`src/rtl/cam_lookup_ctrl.sv`:
```
`default_nettype none
// ============================================================================
// cam_lookup_ctrl : lookup/insert controller for the CAM; CAM_LOOKUP_EVICT_EN
// enables round-robin eviction on full-miss.  Rev 1.0
// ============================================================================
module cam_lookup_ctrl #(
  parameter int DEPTH      = 32,
  parameter int DATA_W     = 32,
  parameter int IDX_W      = 5,
  parameter int SEARCH_LAT = 1
) (
  input  logic              clk_i,
  input  logic              rst_i,
  input  logic              req_valid_i,
  output logic              req_ready_o,
  input  logic [DATA_W-1:0] req_key_i,
  output logic              rsp_valid_o,
  input  logic              rsp_ready_i,
  output logic [IDX_W-1:0]  rsp_index_o,
  output logic              rsp_hit_o,
  output logic              rsp_full_o,
  output logic              cam_write_enable_o,
  output logic [IDX_W-1:0]  cam_write_index_o,
  output logic [DATA_W-1:0] cam_write_data_o,
  output logic              cam_search_enable_o,
  output logic [DATA_W-1:0] cam_search_data_o,
  input  logic              cam_search_valid_i,
  input  logic [IDX_W-1:0]  cam_search_index_i
);

  localparam int               CNT_W    = IDX_W + 1;
  localparam logic [CNT_W-1:0] FULL_CNT = CNT_W'(DEPTH);
  localparam logic [2:0]       LAT_INIT = 3'(SEARCH_LAT);

  typedef enum logic [1:0] {
    S_IDLE   = 2'd0,
    S_SEARCH = 2'd1,
    S_WRITE  = 2'd2,
    S_RESP   = 2'd3
  } state_t;

  state_t             state_q, state_d;
  logic [DATA_W-1:0]  key_q, key_d;
  logic [2:0]         wait_q, wait_d;
  logic [CNT_W-1:0]   alloc_cnt_q, alloc_cnt_d;
  logic               ready_q, ready_d;
  logic [IDX_W-1:0]   rsp_index_q, rsp_index_d;
  logic               rsp_hit_q, rsp_hit_d;
  logic               rsp_full_q, rsp_full_d;
  logic               full;
  logic [IDX_W-1:0]   wr_index;

`ifdef CAM_LOOKUP_EVICT_EN
  localparam logic [IDX_W-1:0] LAST_ROW = IDX_W'(DEPTH - 1);
  logic [IDX_W-1:0]   victim_ptr_q, victim_ptr_d;
  logic               evict_q, evict_d;

  assign wr_index = evict_q ? victim_ptr_q : alloc_cnt_q[IDX_W-1:0];
`else
  assign wr_index = alloc_cnt_q[IDX_W-1:0];
`endif

  assign full = (alloc_cnt_q == FULL_CNT);

  always_comb begin
    state_d     = state_q;
    key_d       = key_q;
    wait_d      = wait_q;
    alloc_cnt_d = alloc_cnt_q;
    rsp_index_d = rsp_index_q;
    rsp_hit_d   = rsp_hit_q;
    rsp_full_d  = rsp_full_q;
`ifdef CAM_LOOKUP_EVICT_EN
    victim_ptr_d = victim_ptr_q;
    evict_d      = evict_q;
`endif
    case (state_q)
      S_IDLE: begin
        if (req_valid_i && ready_q) begin
          key_d   = req_key_i;
          wait_d  = LAT_INIT;
          state_d = S_SEARCH;
        end
      end
      S_SEARCH: begin
        // match inputs are only trusted once the CAM latency has elapsed
        if (wait_q != 3'd0) begin
          wait_d = wait_q - 3'd1;
        end else if (cam_search_valid_i) begin
          rsp_hit_d   = 1'b1;
          rsp_full_d  = 1'b0;
          rsp_index_d = cam_search_index_i;
          state_d     = S_RESP;
        end else if (!full) begin
`ifdef CAM_LOOKUP_EVICT_EN
          evict_d = 1'b0;
`endif
          state_d = S_WRITE;
        end else begin
`ifdef CAM_LOOKUP_EVICT_EN
          evict_d = 1'b1;
          state_d = S_WRITE;
`else
          rsp_hit_d   = 1'b0;
          rsp_full_d  = 1'b1;
          rsp_index_d = '0;
          state_d     = S_RESP;
`endif
        end
      end
      S_WRITE: begin
        rsp_index_d = wr_index;
        rsp_hit_d   = 1'b0;
        rsp_full_d  = 1'b0;
`ifdef CAM_LOOKUP_EVICT_EN
        if (evict_q) begin
          rsp_full_d   = 1'b1;
          victim_ptr_d = (victim_ptr_q == LAST_ROW) ? '0 : victim_ptr_q + IDX_W'(1);
        end else if (!full) begin
          alloc_cnt_d = alloc_cnt_q + CNT_W'(1);
        end
`else
        if (!full) begin
          alloc_cnt_d = alloc_cnt_q + CNT_W'(1);
        end
`endif
        state_d = S_RESP;
      end
      S_RESP: begin
        if (rsp_ready_i) begin
          rsp_index_d = '0;
          rsp_hit_d   = 1'b0;
          rsp_full_d  = 1'b0;
          state_d     = S_IDLE;
        end
      end
      default: state_d = S_IDLE;
    endcase
    // registered so that ready stays low during reset and rises on the first edge after it
    ready_d = (state_d == S_IDLE);
  end

  always_ff @(posedge clk_i or negedge rst_i) begin
    if (!rst_i) begin
      state_q     <= S_IDLE;
      key_q       <= '0;
      wait_q      <= '0;
      alloc_cnt_q <= '0;
      ready_q     <= 1'b0;
      rsp_index_q <= '0;
      rsp_hit_q   <= 1'b0;
      rsp_full_q  <= 1'b0;
    end else begin
      state_q     <= state_d;
      key_q       <= key_d;
      wait_q      <= wait_d;
      alloc_cnt_q <= alloc_cnt_d;
      ready_q     <= ready_d;
      rsp_index_q <= rsp_index_d;
      rsp_hit_q   <= rsp_hit_d;
      rsp_full_q  <= rsp_full_d;
    end
  end

`ifdef CAM_LOOKUP_EVICT_EN
  always_ff @(posedge clk_i or negedge rst_i) begin
    if (!rst_i) begin
      victim_ptr_q <= '0;
      evict_q      <= 1'b0;
    end else begin
      victim_ptr_q <= victim_ptr_d;
      evict_q      <= evict_d;
    end
  end
`endif

  assign req_ready_o         = ready_q;
  assign rsp_valid_o         = (state_q == S_RESP);
  assign rsp_index_o         = rsp_index_q;
  assign rsp_hit_o           = rsp_hit_q;
  assign rsp_full_o          = rsp_full_q;
  assign cam_search_enable_o = (state_q == S_SEARCH);
  assign cam_search_data_o   = (state_q == S_SEARCH) ? key_q : '0;
  assign cam_write_enable_o  = (state_q == S_WRITE);
  assign cam_write_index_o   = (state_q == S_WRITE) ? wr_index : '0;
  assign cam_write_data_o    = (state_q == S_WRITE) ? key_q : '0;

endmodule
`default_nettype wire

```
`config.mk`:
```
export PLATFORM = sky130hd
export DESIGN_NAME = cam_lookup_ctrl
export DESIGN_NICKNAME = d
export VERILOG_FILES = /design/src/rtl/cam_lookup_ctrl.sv
export SDC_FILE = /design/constraint.sdc
export NUM_CORES = 1
export LEC_CHECK = 0
export CORE_MARGIN = 2
export CORE_UTILIZATION = 45
export DETAILED_ROUTE_END_ITERATION = 16
export PLACE_DENSITY = 0.88
export SYNTH_ARGS = -nofsm -noshare
export SYNTH_HDL_FRONTEND = slang
export SYNTH_SLANG_ARGS = --single-unit
```
`constraint.sdc`:
```
create_clock -name clk_i -period 2.4 [get_ports clk_i]
set_input_delay 0.36 -clock clk_i [delete_from_list [all_inputs] [get_ports clk_i]]
set_output_delay 0.36 -clock clk_i [all_outputs]
set_load 0.02 [all_outputs]
```
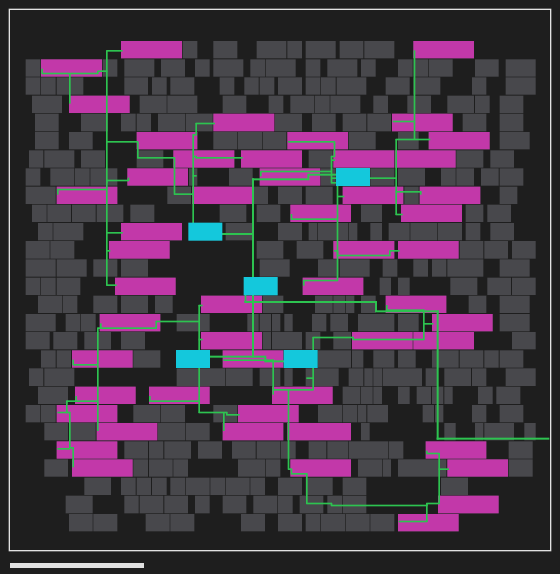
*Clock network drawn from the DEF*
The bar under the picture is 20 um long.
clock-net drivers: drawn in cyan, count 5. clock wires: drawn in green, length 578 um. flip-flops: drawn in magenta, count 51.
Position of the flops: all over the die. There are 6 routed clock nets.

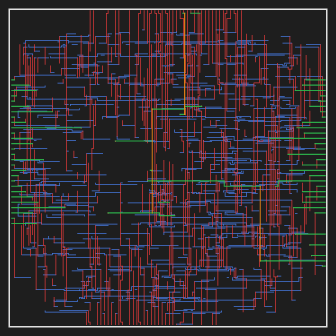
*Routed metal, one colour a layer*
M1: drawn in blue, wire length 2,610 um. M4: drawn in orange, wire length 71.4 um. M3: drawn in green, wire length 367 um. M2: drawn in red, wire length 3,380 um.

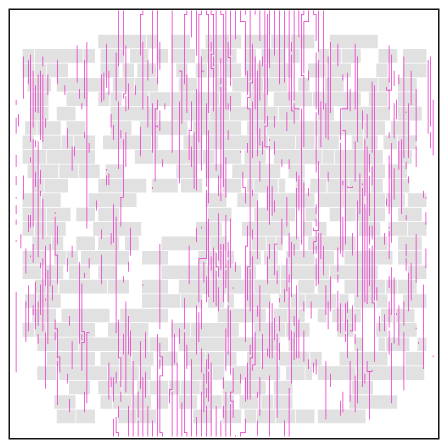
*Signal wires on met2*
The layer carries 3,380 um of wire. The longest straight run is 40.5 um. The wires run mostly vertical.

==> results_dict.tcl <==
# place-and-route summary
set metrics [dict create \
    drtIter0Drc 79 \
    pre_cts_ws_ns 0.228 \
    grt_use_total_pct 20.7 \
    cts_tree "built" \
    place_congestion 0.707 \
    clock-root-buffer "clkbuf_8" \
    ys_ff 51 \
    cts_buffer_depth 2 \
    setup_tns_ns 0 \
    crit_path_start_kind "register" \
    antenna_found_initial 0 \
    fin_ws_ns 0.150 \
    yosysWarnings 0 \
    syn_nets 278 \
    die_height_um 80.7 \
    ios 122 \
    insertedDiodeCount 0 \
    hp-class "input pin to asynchronous set/reset pin" \
    power_leakage_nw 2.18 \
    dp.cells 418 \
    wl_per_cell_um 15.1 \
    dr_wl_met2_um 3380 \
    log.warning_count 27 \
    drive_gt1_share_pct 16.7 \
    reg2reg_slack_ns 0.60 \
    yosysCellCount 232 \
    final_nets 399 \
    routed.top_layer "met4" \
    dp_hpwl_um 4980 \
    met1_length_um 2610 \
    ys_seq_share_pct 48.2 \
    avgSynthCellArea_um2 11.4 \
    max_freq_ghz 0.445 \
    worst_pin_slew_ns 0.788 \
    fp_util_pct 47.3 \
    finalMaxSlewViolations 0 \
    cts_sinks 51 \
    via_per_inst 4.83 \
    grt_pass1_vias 2149 \
    fp-row-count 27 \
    fin_skew_ns 0.00723 \
    port_buffers 121 \
    dr_wl_met3_um 366 \
    ant_nets 0 \
    drc 0 \
    hold_viol 0 \
    firstDrtPassIters 4 \
    vdd_drop_max_uv 638 \
    worstSkewPairLatency_ns 0.30 \
    max-slew-margin-rel_pct 47.5 \
    cts_buffers 5 \
    yosys-stat-area_mm2 0.00265 \
    finalCriticalPeriod_ns 2.25 \
    setup.worst_path.end_class "primary output" \
    synth.distinct_cells 33 \
    max_cap_viol_count 0 \
    clk_pin_slew_ns 0.09 \
    timing.final.setup_violations 0 \
    die_w_um 80.7 \
    comb_area_mm2 0.00126 \
    worstSetupPathType "register to primary output" \
    num_vias 2059 \
    grt_max_degree 37 \
    die-area_mm2 0.00652 \
    seqCellArea_mm2 0.00128 \
    htree_levels 2 \
    power_density_mw_per_mm2 1170 \
    syn_to_final_growth_pct 54.6 \
    lay_top_cells "clkdlybuf4s50_1 (92), and2_1 (69), dfrtp_1 (50)" \
    syn_area_mm2 0.00265 \
    critical_path_required_ns 2.04 \
    core_area_mm2 0.00561 \
    grt_pass1_wl_um 10400 \
    outcome "finished clean" \
    n_fill_cell 410 \
    synthCells 232 \
    fin_crit_sh_pct 93.7 \
    crit_fanout 21 \
    overflow 0 \
    fin_cells 426 \
    rsz0062_at_grt "no" \
    lay_top_count "clkdlybuf4s50_1" \
    cp_data_arrival_time_ns 1.89 \
    drt_wl_total_um 6430 \
]
[sequential cells by signal, summed over array words and instances, names as in the netlist]
signal	count
rsp_index_o	5
wait_q	3
key_q	32
rsp_full_o	1
rsp_hit_o	1
state_q	2
alloc_cnt_q	6
req_ready_o	1
[worst paths after layout]
path / start / endpoint / depth (start not counted)
worst max-delay path: state_q[0] / cam_write_data_o[17] / 4
worst min-delay path: rst_i / rsp_hit_o / 1
worst max register to register: alloc_cnt_q[0] / rsp_index_o[0] / 6
worst min register to register: wait_q[0] / wait_q[0] / 1
max in group asynchronous: rst_i / key_q[3] / 2
min in group clk_i: wait_q[0] / wait_q[0] / 1
[cell families (layout without fill, tap and decap cells)]
family	Yosys count	in the layout	synth area share, %
AND-OR/OR-AND	16	16	4.53
buffers and inverters	20	142	4.39
flip-flops	51	51	48.2
XOR/XNOR	4	4	1.32
multiplexers	38	38	16.3
adder cells (fa/ha/maj)	4	4	1.89
AND/OR/NAND/NOR	99	99	23.4
[critical path, cell delays in order (launching register included)]
cell and delay (ns):
dfrtp_2 0.47, nor2b_4 0.12, buf_4 0.23, and2_1 0.16, clkdlybuf4s50_1 0.60
[power by group]
group	switching, mW	total [mW]	internal [mW]	leakage, nW
clock	0.266	0.529	0.263	0.0515
combinational	1.30	2.72	1.42	1.49
sequential	0.290	1.55	1.26	0.633
[area by class of cell]
type	count	share of cell area, %
flip-flops and latches	51	31.2
inverters	7	0.641
well taps	72	2.20
clock buffers	8	2.44
multi-input cells	161	30.8
repair buffers	127	32.8
[synth_stat cells (all sizes together)]
master	count	area (um^2)
a21o	6	45.0
a21oi	3	15.0
and2	71	448
and2b	1	7.51
and3	2	12.5
buf	7	66.3
clkbuf	6	23.8
dfrtp	51	1280
ha	4	50.1
inv	7	26.3
mux2	38	432
nand2	8	30.0
nand2b	1	6.26
nand3	5	25.0
nor2	1	3.75
nor2b	4	32.5
nor3	4	31.3
nor4b	2	23.8
o21ai	4	35.0
o21bai	1	7.51
o2bb2ai	2	17.5
xnor2	4	35.0
[routing by layer]
layer,up-vias,global-route usage [%]
met3,8,4.67
li1,1002,-
met5,-,0
met1,979,24.8
met4,0,4.24
met2,70,38.2
[per-stage QoR]
step	area, um^2	utilization [%]	hold slack, ns	power (mW)
after floorplan	2650	-	0.0644	3.12
after global placement	3930	70.0	0.460	4.25
after detailed placement	3930	70.0	0.478	4.36
after CTS	4030	71.8	0.170	4.90
after global routing	4100	73.0	0.210	5.13
final	4100	73.0	0.137	4.80
[repair_timing]
action                     CTS  global route
pin swaps                    0             0
buffers inserted             0             0
gates cloned                 0             0
setup endpoints to repair   24            27
hold buffers                 0             0
gates resized                3            28
Power figures rest on the tool's default switching activity, not on a simulated workload.
